===== src/rtl/demux_rr_dispatcher_if.sv =====
// Handshake bundle between the upstream source, the dispatcher and the 4-way demux fabric.
// master = stimulus/fabric side, slave = dispatcher side.
interface demux_rr_dispatcher_if #(
  parameter int WIDTH = 8,
  parameter int CNT_W = 16
);
  logic             in_valid;
  logic [WIDTH-1:0] in_data;
  logic             in_ready;
  logic [3:0]       en_mask;
  logic [3:0]       out_ready;
  logic [3:0]       out_valid;
  logic [WIDTH-1:0] out_data;
  logic             s1;
  logic             s0;
  logic [CNT_W-1:0] sent_cnt;
  logic             stalled;

  modport master (
    output in_valid, in_data, en_mask, out_ready,
    input  in_ready, out_valid, out_data, s1, s0, sent_cnt, stalled
  );

  modport slave (
    input  in_valid, in_data, en_mask, out_ready,
    output in_ready, out_valid, out_data, s1, s0, sent_cnt, stalled
  );
endinterface


===== src/rtl/demux_rr_dispatcher.sv =====
// Round-robin dispatcher: holds one word, locks a target among enabled channels
// starting at the rotation pointer, and drives the demux select and one-hot valid.
module demux_rr_dispatcher #(
  parameter int WIDTH = 8,
  parameter int CNT_W = 16
) (
  input logic                clk,
  input logic                rst_n,
  demux_rr_dispatcher_if.slave bus
);
  typedef enum logic [1:0] {EMPTY, WAIT_EN, SEND} state_t;

  state_t           state;
  logic [1:0]       ptr;
  logic [1:0]       target;
  logic [WIDTH-1:0] buf_data;
  logic [3:0]       valid_q;
  logic             stalled_q;
  logic [CNT_W-1:0] cnt;

  logic [1:0] base;
  logic [1:0] pick;
  logic       pick_ok;
  logic       out_fire;
  logic       in_fire;

  assign out_fire = (state == SEND) && ((valid_q & bus.out_ready) != 4'b0000);
  // A word loaded in the same cycle as a handshake scans from the post-handshake pointer.
  assign base     = out_fire ? target + 2'd1 : ptr;

  always_comb begin
    pick    = base;
    pick_ok = 1'b0;
    for (int unsigned i = 0; i < 4; i++) begin
      if (!pick_ok && bus.en_mask[base + 2'(i)]) begin
        pick    = base + 2'(i);
        pick_ok = 1'b1;
      end
    end
  end

  assign bus.in_ready  = rst_n && ((state == EMPTY) || out_fire);
  assign in_fire       = bus.in_valid && bus.in_ready;
  assign bus.out_valid = valid_q;
  assign bus.out_data  = buf_data;
  assign bus.s1        = target[1];
  assign bus.s0        = target[0];
  assign bus.sent_cnt  = cnt;
  assign bus.stalled   = stalled_q;

  always_ff @(posedge clk or negedge rst_n) begin
    if (!rst_n) begin
      state     <= EMPTY;
      ptr       <= '0;
      target    <= '0;
      buf_data  <= '0;
      valid_q   <= '0;
      stalled_q <= 1'b0;
      cnt       <= '0;
    end else begin
      if (out_fire) begin
        ptr <= target + 2'd1;
        cnt <= cnt + CNT_W'(1);
      end
      case (state)
        EMPTY, SEND: begin
          if (in_fire) begin
            buf_data <= bus.in_data;
            if (pick_ok) begin
              target    <= pick;
              valid_q   <= 4'(4'b0001 << pick);
              stalled_q <= 1'b0;
              state     <= SEND;
            end else begin
              valid_q   <= '0;
              stalled_q <= 1'b1;
              state     <= WAIT_EN;
            end
          end else if (out_fire) begin
            valid_q <= '0;
            state   <= EMPTY;
          end
        end
        WAIT_EN: begin
          if (pick_ok) begin
            target    <= pick;
            valid_q   <= 4'(4'b0001 << pick);
            stalled_q <= 1'b0;
            state     <= SEND;
          end
        end
        default: begin
          valid_q   <= '0;
          stalled_q <= 1'b0;
          state     <= EMPTY;
        end
      endcase
    end
  end
endmodule


===== src/flat_wrapper.sv =====
// flat-port wrapper written by rule: the top's interface ports become plain ports
module demux_rr_dispatcher_flat 
#(
  parameter int WIDTH = 8,
  parameter int CNT_W = 16
)
  (clk, rst_n, bus_in_valid, bus_in_data, bus_en_mask, bus_out_ready, bus_in_ready, bus_out_valid, bus_out_data, bus_s1, bus_s0, bus_sent_cnt, bus_stalled);
  demux_rr_dispatcher_if #(.WIDTH(WIDTH), .CNT_W(CNT_W)) bus_i ();
  input logic clk;
  input logic rst_n;
  input wire logic [$bits(bus_i.in_valid)-1:0] bus_in_valid;
  input wire logic [$bits(bus_i.in_data)-1:0] bus_in_data;
  input wire logic [$bits(bus_i.en_mask)-1:0] bus_en_mask;
  input wire logic [$bits(bus_i.out_ready)-1:0] bus_out_ready;
  output wire logic [$bits(bus_i.in_ready)-1:0] bus_in_ready;
  output wire logic [$bits(bus_i.out_valid)-1:0] bus_out_valid;
  output wire logic [$bits(bus_i.out_data)-1:0] bus_out_data;
  output wire logic [$bits(bus_i.s1)-1:0] bus_s1;
  output wire logic [$bits(bus_i.s0)-1:0] bus_s0;
  output wire logic [$bits(bus_i.sent_cnt)-1:0] bus_sent_cnt;
  output wire logic [$bits(bus_i.stalled)-1:0] bus_stalled;
  assign bus_i.in_valid = bus_in_valid;
  assign bus_i.in_data = bus_in_data;
  assign bus_i.en_mask = bus_en_mask;
  assign bus_i.out_ready = bus_out_ready;
  assign bus_in_ready = bus_i.in_ready;
  assign bus_out_valid = bus_i.out_valid;
  assign bus_out_data = bus_i.out_data;
  assign bus_s1 = bus_i.s1;
  assign bus_s0 = bus_i.s0;
  assign bus_sent_cnt = bus_i.sent_cnt;
  assign bus_stalled = bus_i.stalled;
  demux_rr_dispatcher #(.WIDTH(WIDTH), .CNT_W(CNT_W)) u_core (.clk(clk), .rst_n(rst_n), .bus(bus_i));
endmodule

===== config.mk =====
export PLATFORM = sky130hd
export DESIGN_NAME = demux_rr_dispatcher_flat
export DESIGN_NICKNAME = d
export VERILOG_FILES = /design/src/rtl/demux_rr_dispatcher_if.sv /design/src/rtl/demux_rr_dispatcher.sv /design/src/flat_wrapper.sv
export SDC_FILE = /design/constraint.sdc
export NUM_CORES = 1
export LEC_CHECK = 0
export ABC_AREA = 1
export CORE_UTILIZATION = 52
export CTS_CLUSTER_SIZE = 16
export DETAILED_ROUTE_END_ITERATION = 10
export PLACE_DENSITY = 0.89
export SYNTH_ARGS = -nofsm -noshare
export SYNTH_HDL_FRONTEND = slang
export SYNTH_SLANG_ARGS = --single-unit
export TNS_END_PERCENT = 1

===== constraint.sdc =====
create_clock -name clk -period 5.5 [get_ports clk]
set_input_delay 0.55 -clock clk [delete_from_list [all_inputs] [get_ports clk]]
set_output_delay 0.55 -clock clk [all_outputs]
set_load 0.005 [all_outputs]

Fig. 1: run 1, gate families picked out
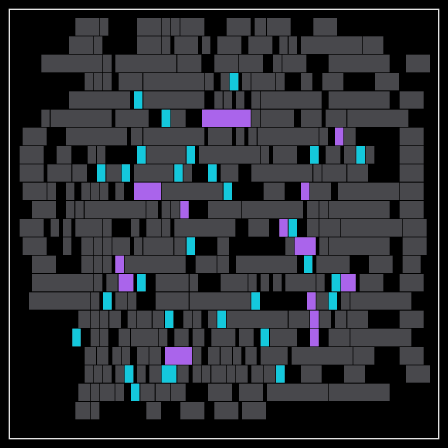
family	colour	cells	most used
nor cells	purple	14	nor2_1
inv cells	cyan	28	inv_1

Fig. 2: run 1, routed metal per tile
13 x 13 tiles, from white (low) to dark blue (high), scaled to the fullest tile. Values are wire area over tile area, all layers added.
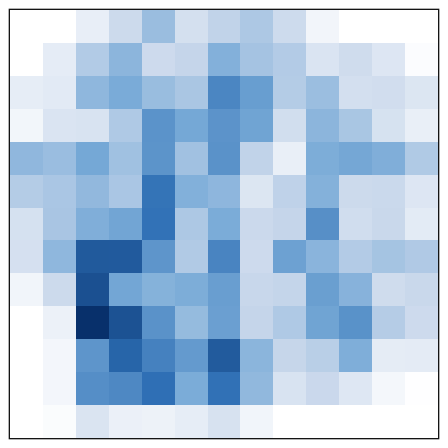
nearly empty tiles	10%
densest ninth of the die	west
mean over tiles	0.17
fullest tile	0.51
tiles over half the peak	23%

Fig. 3: run 1, clock routing
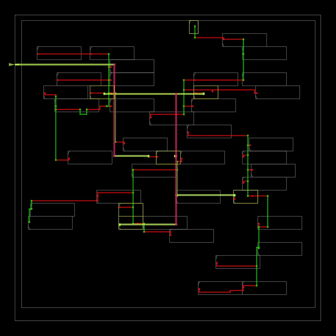
clkbuf count: 6
Latency at later pin: 280 ps
clk pwr: 187 uW

==> impl_metrics.env, run 1 <==
# flow metrics
export IMPL_comb_cell_power_uw=848
export IMPL_ys_ff=35
export IMPL_outcome="finished clean"
export IMPL_rr_worst_depth=12
export IMPL_synth_warnings=0
export IMPL_mux_share_pct=0
export IMPL_detail_route_first_pass_iterations=4
export IMPL_path_cells="clkdlybuf4s50_1 -> buf_4 -> o211ai_1 -> inv_1 -> clkdlybuf4s50_1"
export IMPL_finClkSkew_ps=5.45
export IMPL_num_fill_cells=299
export IMPL_clock_sinks=35
export IMPL_async_flop_share_pct=100
export IMPL_ios=51
export IMPL_path_clk_slew_ps=60
export IMPL_fp_dieW_um=63.7
export IMPL_met1Wirelength_um=1870
export IMPL_place_port_buffers=50
export IMPL_routedWlPerCell_um=12.1
export IMPL_hold_start="u_core.bus.sent_cnt[15]"
export IMPL_arrival_ps=2190
export IMPL_yosysSeqAreaShare_pct=44.2
export IMPL_hold_violations=0
export IMPL_dr_total_vias=1780
export IMPL_post_dp_hpwl_um=3200
export IMPL_period_needed_ps=2740
export IMPL_cts_hold_buf=0
export IMPL_synthCells=247
export IMPL_cpLargestDelayFamily="buffers and inverters"
export IMPL_topCombFamilyByArea="simple AND/OR/NAND/NOR gates"
export IMPL_dp_cells=344
export IMPL_vdd_ir_drop_max_mv=0.337
export IMPL_whs_endpoint="u_core.bus.sent_cnt[15]"
export IMPL_mi_logic_area_um2=982
export IMPL_critPathMaxStageDelay_ps=510
export IMPL_powerSeq_uw=394
export IMPL_synthesis_area_um2=1980
export IMPL_grtUsageMet3_pct=5.98
==> run 1 -> run 2 <==
CORE_UTILIZATION = 49   (was 52)
PLACE_DENSITY = 0.85   (was 0.89)
clock period = 2.8 ns   (was 5.5 ns; I/O delays follow)
==> impl_metrics.env, run 2 <==
# flow metrics
export IMPL_dp_cells=346
export IMPL_hold_start="u_core.bus.sent_cnt[15]"
export IMPL_rr_worst_depth=16
export IMPL_edf_count=0
export IMPL_mux_share_pct=0
export IMPL_powerSeq_uw=778
export IMPL_ios=51
export IMPL_maxCapViolCount=0
export IMPL_outcome="finished clean"
export IMPL_grtUsageMet3_pct=4.69
export IMPL_synth_warnings=0
export IMPL_avgSynthCellArea_um2=8.02
export IMPL_hold_violations=0
export IMPL_period_needed_ps=2210
export IMPL_place_port_buffers=50
export IMPL_cpLargestDelayFamily="simple AND/OR/NAND/NOR gates"
export IMPL_final_util_pct=69.8
export IMPL_ys_ff=35
export IMPL_vdd_ir_drop_max_mv=0.650
export IMPL_adder_share_pct=0.632
export IMPL_comb_share_pct=37.3
export IMPL_yosysSeqAreaShare_pct=44.2
export IMPL_path_cells="nand2_1 -> nand2_2 -> o21ai_4 -> nand2_2 -> nand2_2 -> nand2_1 -> nand2_1 -> nand2_1 -> nand2_1 -> nand3_1 -> clkinv_1 -> nand2_1 -> nand3_1 -> nand2_1 -> nand2_1 -> nand2_1"
export IMPL_critPathMaxStageDelay_ps=400
export IMPL_cts_hold_buf=0
export IMPL_clock_sinks=35
export IMPL_num_fill_cells=323
export IMPL_clkbuf_count=6
export IMPL_whs_endpoint="u_core.bus.sent_cnt[15]"
export IMPL_synthesis_area_um2=1980
export IMPL_leakage_uw=0.00132
export IMPL_met1Wirelength_um=1920
export IMPL_synthCells=247
export IMPL_dr_total_vias=1802
export IMPL_detail_route_first_pass_iterations=4
export IMPL_worstSkewPairLatency_ps=290
export IMPL_log_warning_count=26
export IMPL_arrival_ps=2390
export IMPL_ys_cells=247
export IMPL_gr_usage_met2_pct=42.8
export IMPL_async_flop_share_pct=100
export IMPL_comb_cell_power_uw=1670
export IMPL_mi_logic_area_um2=982
export IMPL_post_dp_hpwl_um=3530
export IMPL_path_clk_slew_ps=70
export IMPL_fp_dieW_um=65.6
export IMPL_cts_buffer_depth=2
export IMPL_final_cell_mix="nand2_1, clkdlybuf4s50_1, dfrtp_1"
Fig. 4: run 2, routed metal per tile
13 x 13 tiles, from white (low) to dark blue (high), scaled to the fullest tile. Values are wire area over tile area, all layers added.
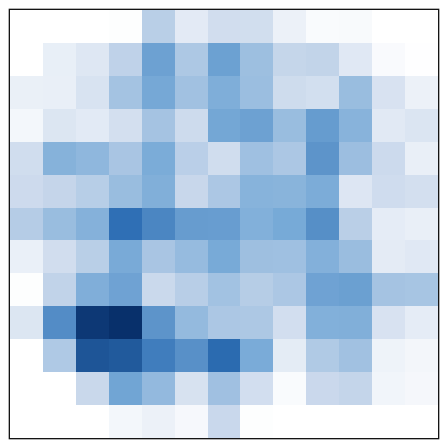
nearly empty tiles	12%
tiles over half the peak	16%
mean over tiles	0.17
densest ninth of the die	centre
emptiest ninth of the die	north-west
drt total wl: 4580 um
post-DR wirelength/cell: 12.9 um
GRT Total Usage: 23.9%

Fig. 5: run 2, clock routing
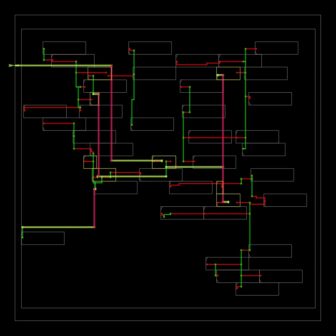
final clock skew: 6.56 ps
cts bufs inserted: 5

Fig. 6: run 2, close-up of the layout
Scale bar: 5 um. Region (23, 36) to (43, 56) um. Cells in grey, sequential cells in the stronger grey; small squares are vias.
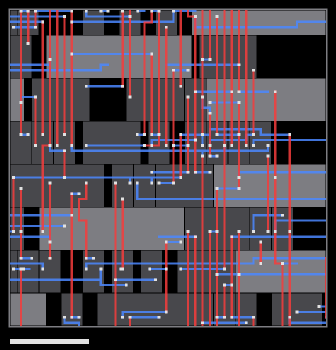
layer	colour
metal 2	red
metal 1	blue
sequential cells in the window	6
most frequent	nand2_1 (19), clkdlybuf4s50_1 (6), dfrtp_1 (6)
cells with their middle in the window	41
netlist names of flops here include	u_core.bus.out_data (4)

==> run 2 -> run 3 <==
CORE_UTILIZATION = 44   (was 49)
PLACE_DENSITY = 0.81   (was 0.85)
clock period = 2 ns   (was 2.8 ns; I/O delays follow)
==> impl_metrics.env, run 3 <==
# flow metrics
export IMPL_comb_share_pct=37.9
export IMPL_clkbuf_count=7
export IMPL_mux_share_pct=0
export IMPL_violations="negative setup slack"
export IMPL_cpLargestDelayFamily="simple AND/OR/NAND/NOR gates"
export IMPL_final_util_pct=67.0
export IMPL_dp_cells=367
export IMPL_cts_buffers=5
export IMPL_cts_buffer_depth=2
export IMPL_vdd_ir_drop_max_mv=0.987
export IMPL_worst_slack_ps=-127
export IMPL_synth_warnings=0
export IMPL_critPathMaxStageDelay_ps=390
export IMPL_log_warning_count=28
export IMPL_path_clk_slew_ps=70
export IMPL_powerSeq_uw=1070
export IMPL_final_cell_mix="nand2_1, clkdlybuf4s50_1, dfrtp_1"
export IMPL_fp_dieW_um=69.1
export IMPL_ios=51
export IMPL_gr_usage_met2_pct=33.0
export IMPL_path_cells="nand2_1 -> nand2_2 -> o21ai_4 -> nand2_2 -> nand2_4 -> nand2_2 -> nand2_4 -> nand2_2 -> nand2_4 -> nand2_4 -> nor2_4 -> inv_2 -> o21ai_4 -> nand2_1 -> nand2_1"
export IMPL_adder_share_pct=0.632
export IMPL_yosysSeqAreaShare_pct=44.2
export IMPL_edf_count=0
export IMPL_mi_logic_area_um2=1110
export IMPL_period_needed_ps=2130
export IMPL_synthesis_area_um2=1980
export IMPL_cts_hold_buf=0
export IMPL_avgSynthCellArea_um2=8.02
export IMPL_clock_sinks=35
export IMPL_grtUsageMet3_pct=5.56
export IMPL_synthCells=247
export IMPL_post_dp_hpwl_um=3300
export IMPL_num_fill_cells=357
export IMPL_detail_route_first_pass_iterations=5
export IMPL_ys_cells=247
export IMPL_outcome="finished with violations"
export IMPL_leakage_uw=0.00147
export IMPL_power_leader="combinational cells"
export IMPL_maxCapViolCount=0
export IMPL_setup_viol=9
export IMPL_arrival_ps=2350
export IMPL_met1Wirelength_um=2060
export IMPL_place_port_buffers=50
export IMPL_ys_ff=35
Fig. 7: run 3, gate families picked out
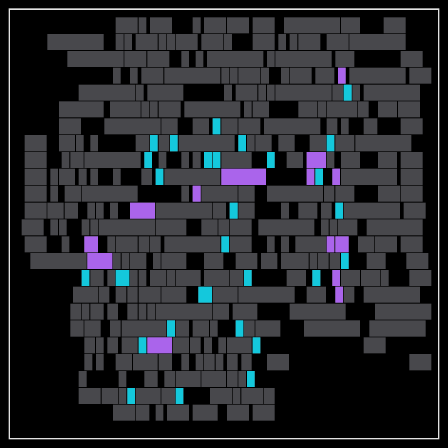
family	colour	cells	most used
nor cells	purple	14	nor2_1
inv cells	cyan	28	inv_1

Fig. 8: run 3, clock routing
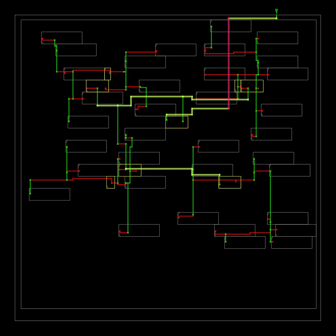
Latency at later pin: 290 ps
clk pwr: 489 uW

Fig. 9: run 3, routed metal per tile
14 x 14 tiles, from white (low) to dark blue (high), scaled to the fullest tile. Values are wire area over tile area, all layers added.
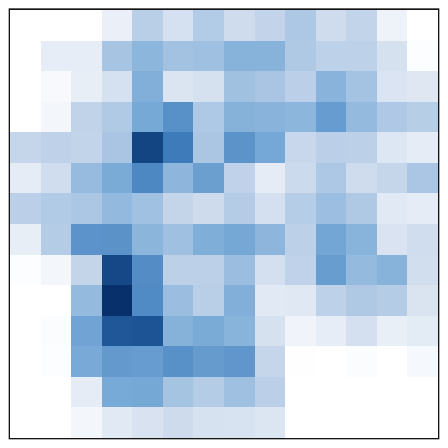
post-DR wirelength/cell: 12.5 um
GRT Total Usage: 19.5%
drt total wl: 4750 um
total number of vias: 1944

Power figures rest on the tool's default switching activity, not on a simulated workload.
